File: src/rtl/bin2bcd_pkg.sv
// Shared types and elaboration helpers for the sequential binary-to-BCD converter.
// Included by bin2bcd_seq and bcd_add3.
package bin2bcd_pkg;

   typedef enum logic [1:0] {IDLE, SHIFT, DONE} bcd_state_t;

   typedef logic [3:0] bcd_digit_t;

   localparam bcd_digit_t ADD3_MIN = 4'd5;

   // Number of decimal digits needed to show 2**w-1 (valid for w up to 62).
   function automatic int min_digits(int w);
      longint unsigned v;
      int              n;
      v = (64'd1 << w) - 64'd1;
      n = 1;
      for (int i = 0; i < 20; i++) begin
         if (v >= 64'd10) begin
            v = v / 64'd10;
            n++;
         end
      end
      return n;
   endfunction

endpackage

File: src/rtl/bin2bcd_add3.sv
// Single-digit double-dabble adjust: digits of 5 or more get 3 added (4-bit modulo).
module bcd_add3
   import bin2bcd_pkg::*;
(
   input  logic [3:0] d,
   output logic [3:0] q
);

   always_comb begin
      q = d;
      if (bcd_digit_t'(d) >= ADD3_MIN) begin
         q = d + 4'd3;
      end
   end

endmodule

File: src/rtl/bin2bcd_seq.sv
// Iterative shift-add-3 binary-to-BCD converter with valid/ready on both sides.
// Optional leading-zero blank flags are enabled by defining BIN2BCD_BLANK_EN.
module bin2bcd_seq
   import bin2bcd_pkg::*;
#(
   parameter int W      = 10,
   parameter int DIGITS = 4
)(
   input  logic                  clk,
   input  logic                  reset_n,
   input  logic                  in_valid,
   output logic                  in_ready,
   input  logic [W-1:0]          bin_in,
   output logic                  out_valid,
   input  logic                  out_ready,
   output logic [4*DIGITS-1:0]   bcd_out
`ifdef BIN2BCD_BLANK_EN
   ,
   output logic [DIGITS-1:0]     blank
`endif
);

   localparam int AW = 4 * DIGITS;
   localparam int CW = $clog2(W + 1);

   if (DIGITS < min_digits(W)) begin : g_digits_check
      $error("bin2bcd_seq: DIGITS=%0d cannot represent 2**%0d-1", DIGITS, W);
   end

   bcd_state_t    state;
   bcd_state_t    state_nxt;
   logic [CW-1:0] cnt;
   logic [AW-1:0] acc;
   logic [AW-1:0] acc_adj;
   logic [AW-1:0] acc_shf;
   logic [W-1:0]  bin_sr;
   logic          run;
   logic          last_shift;

   for (genvar g = 0; g < DIGITS; g++) begin : g_add3
      bcd_add3 u_add3 (
         .d (acc[4*g +: 4]),
         .q (acc_adj[4*g +: 4])
      );
   end

   // Next accumulator value: adjusted digits shifted left, taking the binary MSB in.
   assign acc_shf    = {acc_adj[AW-2:0], bin_sr[W-1]};
   assign last_shift = (state == SHIFT) && (cnt == CW'(1));

   // run holds in_ready low until the first clock after reset release.
   assign in_ready  = (state == IDLE) && run;
   assign out_valid = (state == DONE);

`ifdef BIN2BCD_BLANK_EN
   logic [DIGITS-1:0] blank_nxt;
   logic              zero_above;

   always_comb begin
      blank_nxt  = '0;
      zero_above = 1'b1;
      for (int i = DIGITS - 1; i >= 1; i--) begin
         zero_above   = zero_above & (acc_shf[4*i +: 4] == 4'd0);
         blank_nxt[i] = zero_above;
      end
   end
`endif

   always_comb begin
      state_nxt = state;
      case (state)
         IDLE:    if (in_valid && run) state_nxt = SHIFT;
         SHIFT:   if (cnt == CW'(1))   state_nxt = DONE;
         DONE:    if (out_ready)       state_nxt = IDLE;
         default: state_nxt = IDLE;
      endcase
   end

   always_ff @(posedge clk or negedge reset_n) begin
      if (!reset_n) begin
         state   <= IDLE;
         run     <= 1'b0;
         cnt     <= '0;
         acc     <= '0;
         bin_sr  <= '0;
         bcd_out <= '0;
`ifdef BIN2BCD_BLANK_EN
         blank   <= '0;
`endif
      end else begin
         state <= state_nxt;
         run   <= 1'b1;
         if (state == IDLE && in_valid && run) begin
            bin_sr <= bin_in;
            acc    <= '0;
            cnt    <= CW'(W);
         end
         if (state == SHIFT) begin
            acc    <= acc_shf;
            bin_sr <= bin_sr << 1;
            cnt    <= cnt - CW'(1);
         end
         if (last_shift) begin
            bcd_out <= acc_shf;
`ifdef BIN2BCD_BLANK_EN
            blank   <= blank_nxt;
`endif
         end
      end
   end

endmodule

File: config.mk
export PLATFORM = sky130hd
export DESIGN_NAME = bin2bcd_seq
export DESIGN_NICKNAME = d
export VERILOG_FILES = /design/src/rtl/bin2bcd_pkg.sv /design/src/rtl/bin2bcd_add3.sv /design/src/rtl/bin2bcd_seq.sv
export SDC_FILE = /design/constraint.sdc
export NUM_CORES = 1
export LEC_CHECK = 0
export ABC_AREA = 1
export CAP_MARGIN = 5
export CELL_PAD_IN_SITES_DETAIL_PLACEMENT = 1
export CELL_PAD_IN_SITES_GLOBAL_PLACEMENT = 1
export CORE_UTILIZATION = 40
export DETAILED_ROUTE_END_ITERATION = 8
export PLACE_DENSITY = 0.79
export SYNTH_ARGS = -nofsm -noshare
export SYNTH_HDL_FRONTEND = slang
export SYNTH_SLANG_ARGS = --single-unit
File: constraint.sdc
create_clock -name clk -period 2.8 [get_ports clk]
set_clock_uncertainty 0.1 [all_clocks]
set_input_delay 0.56 -clock clk [delete_from_list [all_inputs] [get_ports clk]]
set_output_delay 0.56 -clock clk [all_outputs]
set_load 0.01 [all_outputs]
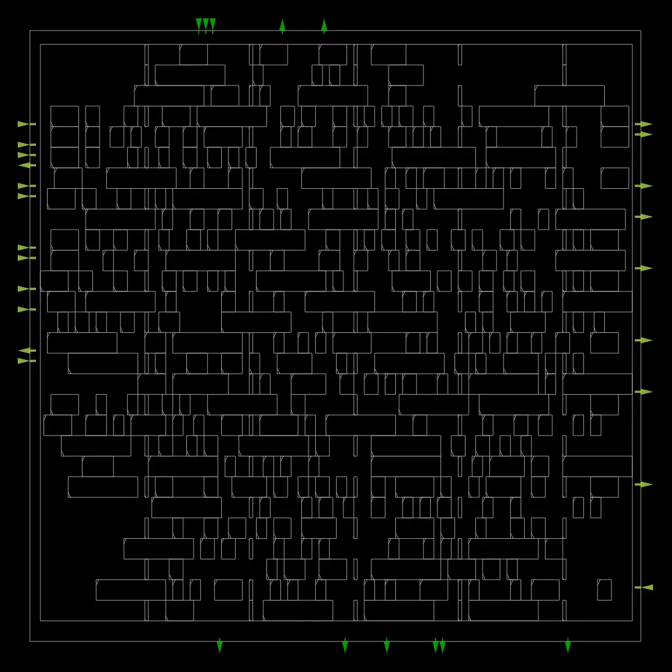
Figure 1: run 1, cell outlines without signal wires.
fillers: 736
Final Core Density: 49.56%
# Taps: 75

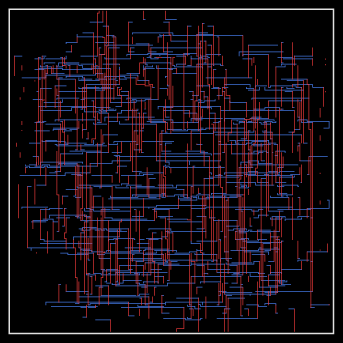
Figure 2: run 1, wiring by layer.
Drawn at 4 px/µm. Only two layers are drawn.
[red] M2 | wire length: 2870 µm
[blue] M1 | wire length: 2710 µm
wire per inst: 14.19 µm
final wirelength: 5.819 mm
vias: 2113
Global Route Usage Sum: 20.44%

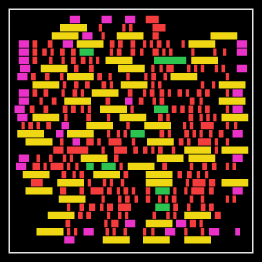
Figure 3: run 1, placed cells, one colour a class.
Drawn at 3 px/µm.
[red] remaining logic cells | cells: 243
[green] clock drivers and dummy loads | cells: 8
[yellow] sequential cells | cells: 49
[magenta] remaining buffers and delay cells | cells: 35
# rows: 28
cell area after layout: 0.002952 mm²

## run 1: Yosys cell counts (all sizes together)
| master | number |
|---|---|
| a21boi | 2 |
| a21oi | 1 |
| buf | 10 |
| conb | 1 |
| dfrtp | 49 |
| ha | 10 |
| inv | 27 |
| nand2 | 104 |
| nand3 | 67 |
| nand4 | 6 |
| nor2 | 6 |
| nor3b | 1 |
| o21a | 1 |
| o21ai | 15 |
| o22ai | 1 |
| o31ai | 1 |
## run 1: worst max path at each step
stage               cells past startpoint      from         to
finish                                  3  state[0]   in_ready
global placement                        5  in_valid  bin_sr[7]
CTS                                     3  state[0]   in_ready
global route                            3  state[0]   in_ready
detailed placement                      4  in_valid     acc[7]
floorplan                               1  state[0]   in_ready
## run 1: registers in the layout, summed over array words and instances, names as in the netlist
signal,flops
acc,16
bcd_out,16
bin_sr,10
cnt,4
state,2
run,1
## run 1: kinds of logic after synthesis
kind of cell | Yosys count | share of synthesized area, %
buffers and inverters | 37 | 7.222
other | 1 | 0.1514
and+or+nand+nor | 184 | 33.38
adders and majority gates | 10 | 5.051
DFF | 49 | 49.50
AOI/OAI and AO/OA | 21 | 4.697
## run 1: layer usage
layer | vias up | track usage [%]
met1 | 1020 | 25.39
li1 | 1049 | -
met3 | 10 | 3.977
met4 | 0 | 6.786
met5 | - | 0
met2 | 34 | 35.42
## run 1: critical path, stage by stage (launching register included)
cell and delay, ns:
dfrtp_1 0.46, nor3b_2 0.20, buf_4 0.19, clkdlybuf4s50_1 0.54
## run 1: power breakdown
part           internal, W  switching [W]  total, W  leakage, nW
combinational     0.000626       0.000949   0.00158        0.817
clock             0.000291       0.000252  0.000543       0.0574
sequential         0.00102       0.000229   0.00125        0.621
==> run_results.csv, run 1 <==
group,metric,value,unit
logic_synthesis,synth.cell_area,0.002477,mm²
final_timing,max_slew_margin,54.12,%
worst_setup_path,r2r_start,"state[1]",
place,post-place-ws,0.7221,ns
grt,antenna_found_initial,0,
drt,via_per_inst,5.154,
clock_tree,post_cts_buffers,0,
layout,seq_share,41.54,%
drt,drt_iter0_drc,100,
drt,wl_met3,151,µm
layout,comb_share,36.33,%
layout,finalNetCount,358,
layout,buf_share,11.36,%
logic_synthesis,fp_nets,326,
logic_synthesis,yosysUniqueCellTypes,23,
grt,grt_first_pass_wirelength,10.16,mm
final_timing,period_minus_slack,2.360,ns
worst_setup_path,crit_type,"flop to primary output",
logic_synthesis,yosys_warnings,0,
drt,drt-met1-wl,2.708,mm
run_status,status,"finished, final reports clean",
worst_setup_path,reg2reg_to,"cnt[3]",
logic_synthesis,area_leaders,"dfrtp_1 (49%), nand2_1 (16%), nand3_1 (13%)",
floorplan,design.die.area,0.006512,mm²
layout,n_clock_buffer,6,
logic_synthesis,syn_area_per_cell,8.203,µm²
worst_setup_path,start_kind,"flop",
worst_setup_path,critical_path.max_fanout,10,
final_timing,hold_viol_final,0,
clock_tree,root_buffer,"clkbuf_8",
floorplan,core_area,0.005956,mm²
worst_setup_path,worstRegToRegCells,6,
grt,grt.overflow.total,0,
layout,seq_cells,49,
floorplan,die_h,80.70,µm
final_timing,min_period_over_period,84.28,%
floorplan,fp-utilization,41.60,%
clock_tree,htree_levels,2,
clock_tree,cts_resized,0,
final_timing,worst_slack,0.4401,ns
logic_synthesis,yosys_area,0.002477,mm²
place,port_buffers,31,
grt,grt_max_degree,31,
layout,inverters_excl_clock,27,
pwr,p_leak,1.495,nW
place,detailed_place_hpwl,4.126,mm
logic_synthesis,yosysSeqAreaShare,49.49,%
drt,routed.top_layer,"met4",
final_timing,timing.fmax,0.4237,GHz
place,dp.cells,402,
floorplan,fp.dieW,80.70,µm
logic_synthesis,yosys.area.top_type_share,49.49,%
final_timing,finalSetupTns,0,ns
drt,drc,0,
clock_tree,clk_path_buf_depth,2,
min_path,holdCritPathClass,"primary input to async pin",
drt,antenna_left,0,
final_timing,finalSetupViolations,0,
layout,num-nonclk-buffers,35,
clock_tree,cts_tree,"yes",
layout,finalNonFillerCells,410,
worst_setup_path,crit_required,2.14,ns
final_timing,slew_viol_final,0,
flow_run,warnings,31,
pwr,ir_worst_vdd,0.0005989,V
logic_synthesis,ys_cells,302,
layout,multi_input_comb_cells,216,
layout,layout.area.comb,0.001072,mm²
logic_synthesis,yosysTopAreaCell,"dfrtp_1",
final_timing,rsz0062_at_grt,"false",
flow_run,drv_cap,0,
layout,largest_class,"sequential cells",
floorplan,io_pins,32,
Figure 4. Signal wires on met3 (run 1).
Drawn at 4 px/µm.
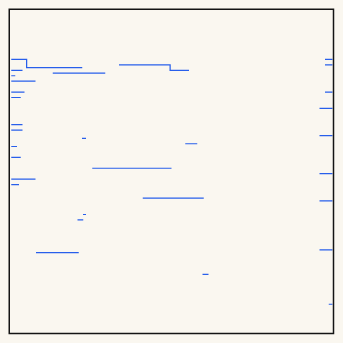

==> run 2, diff against run 1 <==
==> constraint.sdc (replaced) <==
create_clock -name clk -period 2.25 [get_ports clk]
set_clock_uncertainty 0.1 [all_clocks]
set_input_delay 0.45 -clock clk [delete_from_list [all_inputs] [get_ports clk]]
set_output_delay 0.45 -clock clk [all_outputs]
set_load 0.01 [all_outputs]
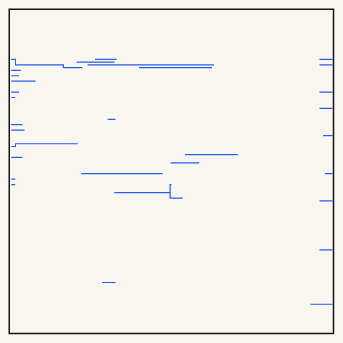
Figure 5: run 2, signal wires on met3.
Drawn at 4 px/µm.
share of all routed wire: 3.6%
longest straight run: 31.3 µm
vias: 2166
grt met3 use: 2.955%
final wirelength: 5.885 mm

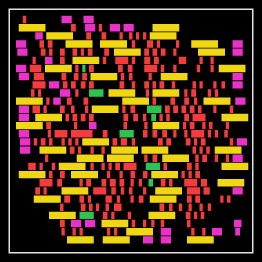
Figure 6: run 2, placed cells, one colour a class.
Drawn at 3 px/µm.
[yellow] sequential cells | cells: 49
[green] clock drivers and dummy loads | cells: 8
[red] remaining logic cells | cells: 243
[magenta] remaining buffers and delay cells | cells: 36
Core Area: 0.005956 mm²
Final Core Density: 49.05%
cell area after layout: 0.002922 mm²

==> run_results.csv, run 2 <==
group,metric,value,unit
run_status,status,"finished, final reports clean",
clock_tree,cts_resized,0,
logic_synthesis,ff_type,"dfrtp_1",
worst_setup_path,start_kind,"flop",
logic_synthesis,synth.cell_area,0.002477,mm²
place,post-place-ws,0.4829,ns
logic_synthesis,synth_cells,302,
layout,finalNetCount,359,
floorplan,rows,28,
worst_setup_path,cp_cell_sequence,"nor3b_2 -> clkdlybuf4s50_1",
clock_tree,cts_tree,"yes",
final_timing,rsz0062_at_grt,"false",
logic_synthesis,yosys_area,0.002477,mm²
pwr,pwr-share-clk,12.5,%
pwr,combPwrFrac,48.9,%
floorplan,die_h,80.70,µm
flow_run,warnings,31,
logic_synthesis,area_leaders,"dfrtp_1 (49%), nand2_1 (16%), nand3_1 (13%)",
pwr,seq_power_share,38.6,%
floorplan,fp.dieW,80.70,µm
worst_setup_path,crit_required,1.70,ns
layout,finalNonFillerCells,411,
layout,diodes,0,
place,port_buffers,31,
clock_tree,numCtsBuffers,5,
layout,reg_top3,"acc (16), bcd_out (16), bin_sr (10)",
layout,lay_top_count,"nand2_1",
worst_setup_path,cp-end-kind,"primary output",
drt,drc,0,
logic_synthesis,yosysTopAreaCell,"dfrtp_1",
final_timing,worst_slew_pin_slew,0.6426,ns
final_timing,hold_viol_final,0,
worst_setup_path,crit_path_max_incr_delay,0.57,ns
worst_setup_path,path_depth,2,
drt,drt_iter0_drc,131,
place,dp.cells,403,
grt,grt_use_total,20.96,%
logic_synthesis,edf_count,0,
final_timing,period_minus_slack,2.104,ns
layout,drive_above_1_share,5.655,%
clock_tree,root_buffer,"clkbuf_8",
grt,grt_max_degree,50,
drt,via_per_inst,5.270,
grt,grt.overflow.total,0,
final_timing,timing.hold.ws,0.1486,ns
worst_setup_path,path_delay_family,"buffers and inverters",
pwr,sw_frac_of_total,43.67,%
worst_setup_path,critical_path_buf_inv_count,1,
flow_run,drv_cap,0,
logic_synthesis,yosysSeqAreaShare,49.49,%
clock_tree,ctsHoldBuffers,0,
logic_synthesis,yosysUniqueCellTypes,23,
layout,nFillCells,748,
logic_synthesis,syn_area_per_cell,8.203,µm²
worst_setup_path,cp_slowest_cell,"clkdlybuf4s50_1",
clock_tree,post_cts_buffers,0,
place,detailed_place_hpwl,4.169,mm
logic_synthesis,yosys.cell_count.top_type,"nand2_1",
pwr,power,0.004045,W
clock_tree,clk_path_buf_depth,2,
grt,antenna_found_initial,0,
final_timing,finalSetupViolations,0,
layout,syn2layout_area_growth,17.93,%
pwr,powerDensity,1385,mW/mm²
place,place_area,0.002839,mm²
grt,met1_usage,26.87,%
clock_tree,cts.sinks,49,
grt,busiest_layer,"met2",
final_timing,max_slew_margin,57.16,%
min_path,holdCritPathClass,"primary input to async pin",
clock_tree,insertion_delay,0.31,ns
pwr,internal_power,0.002279,W
place,gp_congestion,0.8123,
drt,wire_per_inst,14.32,µm
logic_synthesis,ys_cells,302,
logic_synthesis,synth_flops,49,
floorplan,io_pins,32,
final_timing,worst_slack,0.1457,ns
worst_setup_path,crit_type,"flop to primary output",
final_timing,timing.fmax,0.4752,GHz
final_timing,slew_viol_final,0,
pwr,p_leak,1.488,nW
clock_tree,htree_levels,2,
drt,firstDrtPassIters,4,
worst_setup_path,worstRegToRegCells,6,
logic_synthesis,fp_nets,326,
drt,antenna_left,0,
pwr,switching_power,0.001767,W
logic_synthesis,yosys_warnings,0,
pwr,ir_worst_vdd,0.0006320,V
final_timing,finalSetupTns,0,ns
layout,lay_top_cells,"nand2_1 (103), nand3_1 (66), dfrtp_1 (49)",
worst_setup_path,critical_path.max_fanout,5,
grt,grt_util_met2,36.44,%
logic_synthesis,yosys.area.top_type_share,49.49,%
worst_setup_path,arrival,1.55,ns
grt,grt_first_pass_wirelength,10.47,mm
final_timing,min_period_over_period,93.52,%
floorplan,fp-utilization,41.60,%
logic_synthesis,async_flop_share,100.0,%
floorplan,design.die.area,0.006512,mm²
grt,grt_pass1_vias,2226,
clock_tree,clk_pin_slew,0.09,ns
logic_synthesis,netlist_top_cells_count,"nand2_1 (103), nand3_1 (66), dfrtp_1 (49), inv_1 (25), o21ai_0 (12)",
[run 2: cell count changes in the layout (fill, tap and decap cells not counted)]
cell        change
bufinv_16       -1
clkinv_2        +2
clkbuf_1        +1
buf_4           +1
clkbuf_8        -1
clkinvlp_4      -1
[run 2: power groups by stage]
| stage | Sequential (W) | Combinational, W | Clock, W |
|---|---|---|---|
| 2_1_floorplan | 0.00157 | 0.00134 | 0 |
| 3_3_place_gp | 0.00155 | 0.00193 | 0 |
| 3_5_place_dp | 0.00158 | 0.00201 | 0 |
| 4_1_cts | 0.00156 | 0.00201 | 0.000523 |
| 5_1_grt | 0.00162 | 0.00229 | 0.000558 |
| 6_report | 0.00156 | 0.00198 | 0.000507 |
[run 2: layout make-up]
type	count	area, µm²	area share (%)
Clock inverter	2	10.01	0.3426
Timing Repair Buffer	36	342.8	11.73
Inverter	27	103.9	3.555
Multi-Input combinational cell	216	1072	36.70
Sequential cell	49	1226	41.97
Clock buffer	6	72.57	2.484
Tap cell	75	93.84	3.212
[run 2: final timing paths]
path / start / end / slack [ns]
max in group asynchronous: reset_n / acc[5] / 1.47
min in group clk: bcd_out[15] / bcd_out[15] / 0.37
min reg2reg: bcd_out[15] / bcd_out[15] / 0.37
min: reset_n / bcd_out[7] / 0.15
max reg2reg: state[1] / acc[7] / 0.52
max: state[0] / in_ready / 0.15
[run 2: logic make-up (layout without fill, tap and decap cells)]
kind of cell,Yosys count,after routing,synth area share [%]
buf+inv,37,71,7.222
other cells,1,1,0.1514
fa+ha+maj,10,10,5.051
simple gates,184,184,33.38
flops,49,49,49.50
compound gates,21,21,4.697
[run 2: routing by layer]
metal | part of all wire (%) | vias to the layer above
met5 | 0 | -
met4 | 1.1 | 0
met3 | 3.6 | 5
met2 | 49 | 39
met1 | 46 | 1072
li1 | - | 1050
Figure 7. Cell outlines without signal wires (run 2).
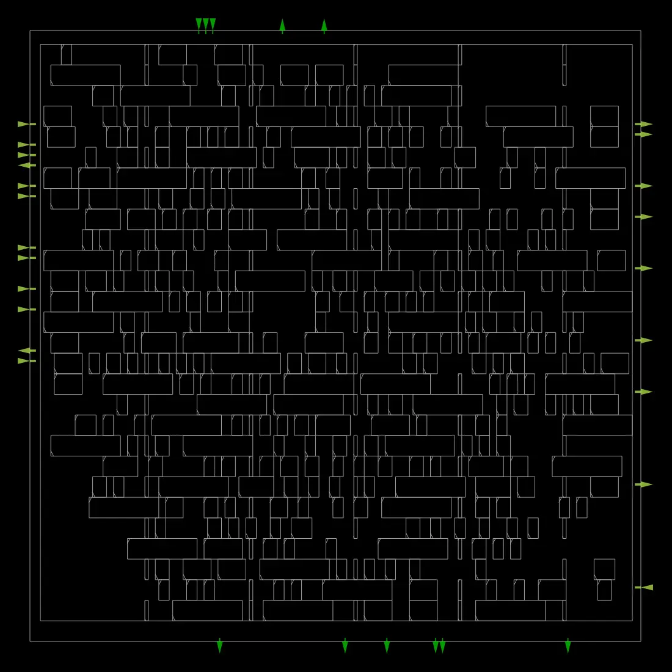

==> run 3, diff against run 2 <==
--- a/config.mk
+++ b/config.mk
@@ -11,7 +11,8 @@
 export CELL_PAD_IN_SITES_GLOBAL_PLACEMENT = 1
 export CORE_UTILIZATION = 40
 export DETAILED_ROUTE_END_ITERATION = 8
-export PLACE_DENSITY = 0.79
+export DONT_BUFFER_PORTS = 1
+export PLACE_DENSITY = 0.7
 export SYNTH_ARGS = -nofsm -noshare
 export SYNTH_HDL_FRONTEND = slang
 export SYNTH_SLANG_ARGS = --single-unit
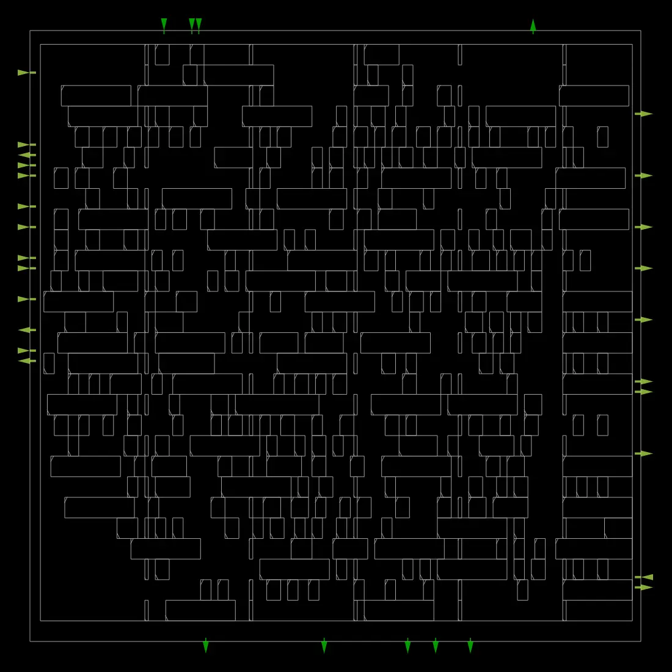
Figure 8: run 3, cell outlines without signal wires.
flop count: 49
Seq/total area: 46.10%
fillers: 744
fin cells: 379
Final Core Density: 44.66%

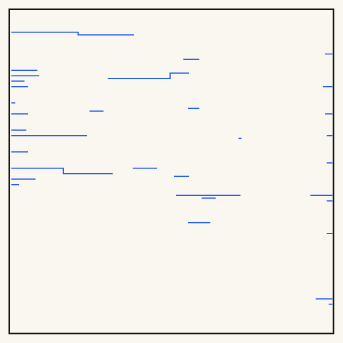
Figure 9: run 3, signal wires on met3.
Drawn at 4 px/µm.
wire length on this layer: 200 µm
share of all routed wire: 3.7%
final wirelength: 5.462 mm
grt met3 use: 4.659%

==> run_results.csv, run 3 <==
group,metric,value,unit
run_status,status,"finished, final reports clean",
clock_tree,numCtsBuffers,5,
flow_run,drv_cap,0,
pwr,p_leak,1.388,nW
layout,finalNetCount,328,
grt,grt_first_pass_wirelength,9.639,mm
pwr,switching_power,0.001709,W
clock_tree,ctsHoldBuffers,2,
grt,grt_util_met2,31.78,%
floorplan,fp.dieW,80.70,µm
grt,grt_max_degree,50,
logic_synthesis,synth_cells,302,
logic_synthesis,yosys.area.top_type_share,49.49,%
drt,via_per_inst,5.264,
floorplan,rows,28,
worst_setup_path,path_delay_family,"buffers and inverters",
floorplan,io_pins,32,
final_timing,period_minus_slack,1.703,ns
clock_tree,cts_resized,0,
logic_synthesis,async_flop_share,100.0,%
logic_synthesis,yosysSeqAreaShare,49.49,%
drt,drc,0,
grt,busiest_layer,"met2",
pwr,sw_frac_of_total,44.22,%
clock_tree,clk_path_buf_depth,2,
pwr,power,0.003865,W
place,dp.cells,370,
layout,flop_area,0.001226,mm²
drt,vias,1995,
logic_synthesis,yosys.cell_count.top_type,"nand2_1",
worst_setup_path,cp_cell_sequence,"inv_1 -> nand2_4 -> inv_2 -> buf_4 -> nand2_1 -> o21ai_0",
final_timing,rsz0062_at_grt,"false",
place,gp_congestion,0.8096,
final_timing,finalSetupTns,0,ns
place,post-place-ws,0.5141,ns
floorplan,die_h,80.70,µm
final_timing,min_period_over_period,75.68,%
layout,drive_above_1_share,5.592,%
final_timing,hold_viol_final,0,
clock_tree,cts.sinks,49,
pwr,combPwrFrac,41.9,%
worst_setup_path,crit_path_max_incr_delay,0.41,ns
pwr,seq_power_share,42.0,%
logic_synthesis,synth_flops,49,
worst_setup_path,critical_path_buf_inv_count,3,
logic_synthesis,ff_type,"dfrtp_1",
logic_synthesis,yosys_warnings,0,
grt,grt_pass1_vias,2085,
worst_setup_path,arrival,1.82,ns
layout,lay_top_count,"nand2_1",
worst_setup_path,start_kind,"flop",
logic_synthesis,synth.cell_area,0.002477,mm²
place,detailed_place_hpwl,3.848,mm
logic_synthesis,fp_nets,326,
pwr,ir_worst_vdd,0.0007274,V
min_path,holdCritPathClass,"primary input to flop",
pwr,powerDensity,1453,mW/mm²
clock_tree,root_buffer,"clkbuf_8",
drt,firstDrtPassIters,4,
final_timing,timing.hold.ws,0.1148,ns
floorplan,core_area,0.005956,mm²
clock_tree,post_cts_buffers,0,
final_timing,timing.fmax,0.5873,GHz
worst_setup_path,crit_type,"flop to flop",
layout,diodes,0,
layout,reg_top3,"acc (16), bcd_out (16), bin_sr (10)",
logic_synthesis,area_leaders,"dfrtp_1 (49%), nand2_1 (16%), nand3_1 (13%)",
layout,layout.area.comb,0.001072,mm²
pwr,internal_power,0.002156,W
logic_synthesis,netlist_top_cells_count,"nand2_1 (103), nand3_1 (66), dfrtp_1 (49), inv_1 (25), o21ai_0 (12)",
drt,drt_iter0_drc,95,
logic_synthesis,syn_area_per_cell,8.203,µm²
floorplan,fp-utilization,41.60,%
place,place_area,0.002519,mm²
logic_synthesis,yosys_area,0.002477,mm²
layout,design_area,0.002660,mm²
clock_tree,cts_tree,"yes",
pwr,pwr-share-clk,16.2,%
logic_synthesis,yosysUniqueCellTypes,23,
clock_tree,htree_levels,2,
logic_synthesis,yosysTopAreaCell,"dfrtp_1",
worst_setup_path,cp_slowest_cell,"dfrtp_1",
grt,antenna_found_initial,0,
logic_synthesis,edf_count,0,
flow_run,warnings,31,
worst_setup_path,crit_required,2.37,ns
drt,wire_per_inst,14.41,µm
drt,antenna_left,0,
worst_setup_path,cp-end-kind,"flop",
final_timing,finalSetupViolations,0,
clock_tree,insertion_delay,0.30,ns
grt,grt_use_total,19.41,%
worst_setup_path,critical_path.max_fanout,25,
clock_tree,clk_pin_slew,0.09,ns
layout,lay_top_cells,"nand2_1 (103), nand3_1 (66), dfrtp_1 (49)",
[run 3: kinds of logic after synthesis]
| family | after synthesis | synth area share [%] |
|---|---|---|
| AOI/OAI and AO/OA | 21 | 4.697 |
| buffers and inverters | 37 | 7.222 |
| DFF | 49 | 49.50 |
| adders and majority gates | 10 | 5.051 |
| and+or+nand+nor | 184 | 33.38 |
| other | 1 | 0.1514 |
[run 3: per-layer routing]
metal	wire length, µm	vias to the layer above	part of all wire, %
met2	2509	36	46
met1	2668	964	49
met5	0	-	0
met4	85	0	1.6
li1	-	987	-
met3	199	8	3.6
[run 3: worst register-to-register path: cells and delay by family (launching register included)]
| kind | cells | cell delay, ns |
|---|---|---|
| DFF | 1 | 0.41 |
| AOI/OAI and AO/OA | 1 | 0.09 |
| and+or+nand+nor | 2 | 0.28 |
| buffers and inverters | 3 | 0.72 |
[run 3: power groups by stage]
stage	clock network (W)	logic, W	registers, W
after floorplan	0	0.00134	0.00157
after global placement	0	0.00157	0.00164
after detailed placement	0	0.00163	0.00165
after CTS	0.000642	0.00166	0.00163
after global routing	0.000676	0.00192	0.00170
final	0.000624	0.00162	0.00162
[run 3: path summary, 6_finish.rpt]
check / startpoint / to / slack [ns] / cells past startpoint
worst max-delay path: state[1] / acc[7] / 0.55 / 6
worst min-delay path: out_ready / state[1] / 0.11 / 1
worst max register to register: state[1] / acc[7] / 0.55 / 6
worst min register to register: bin_sr[4] / bin_sr[5] / 0.40 / 2
max in group asynchronous: reset_n / acc[0] / 1.28 / 2
min in group asynchronous: reset_n / bcd_out[15] / 0.55 / 2
[run 3: cell type report]
type	instances	area share (%)
flip-flops and latches	49	46.10
inverters	27	3.904
clock inverters	2	1.317
well taps	75	3.528
multi-input cells	216	40.31
clock buffers	5	2.587
repair buffers	5	2.258
Power figures rest on the tool's default switching activity, not on a simulated workload.
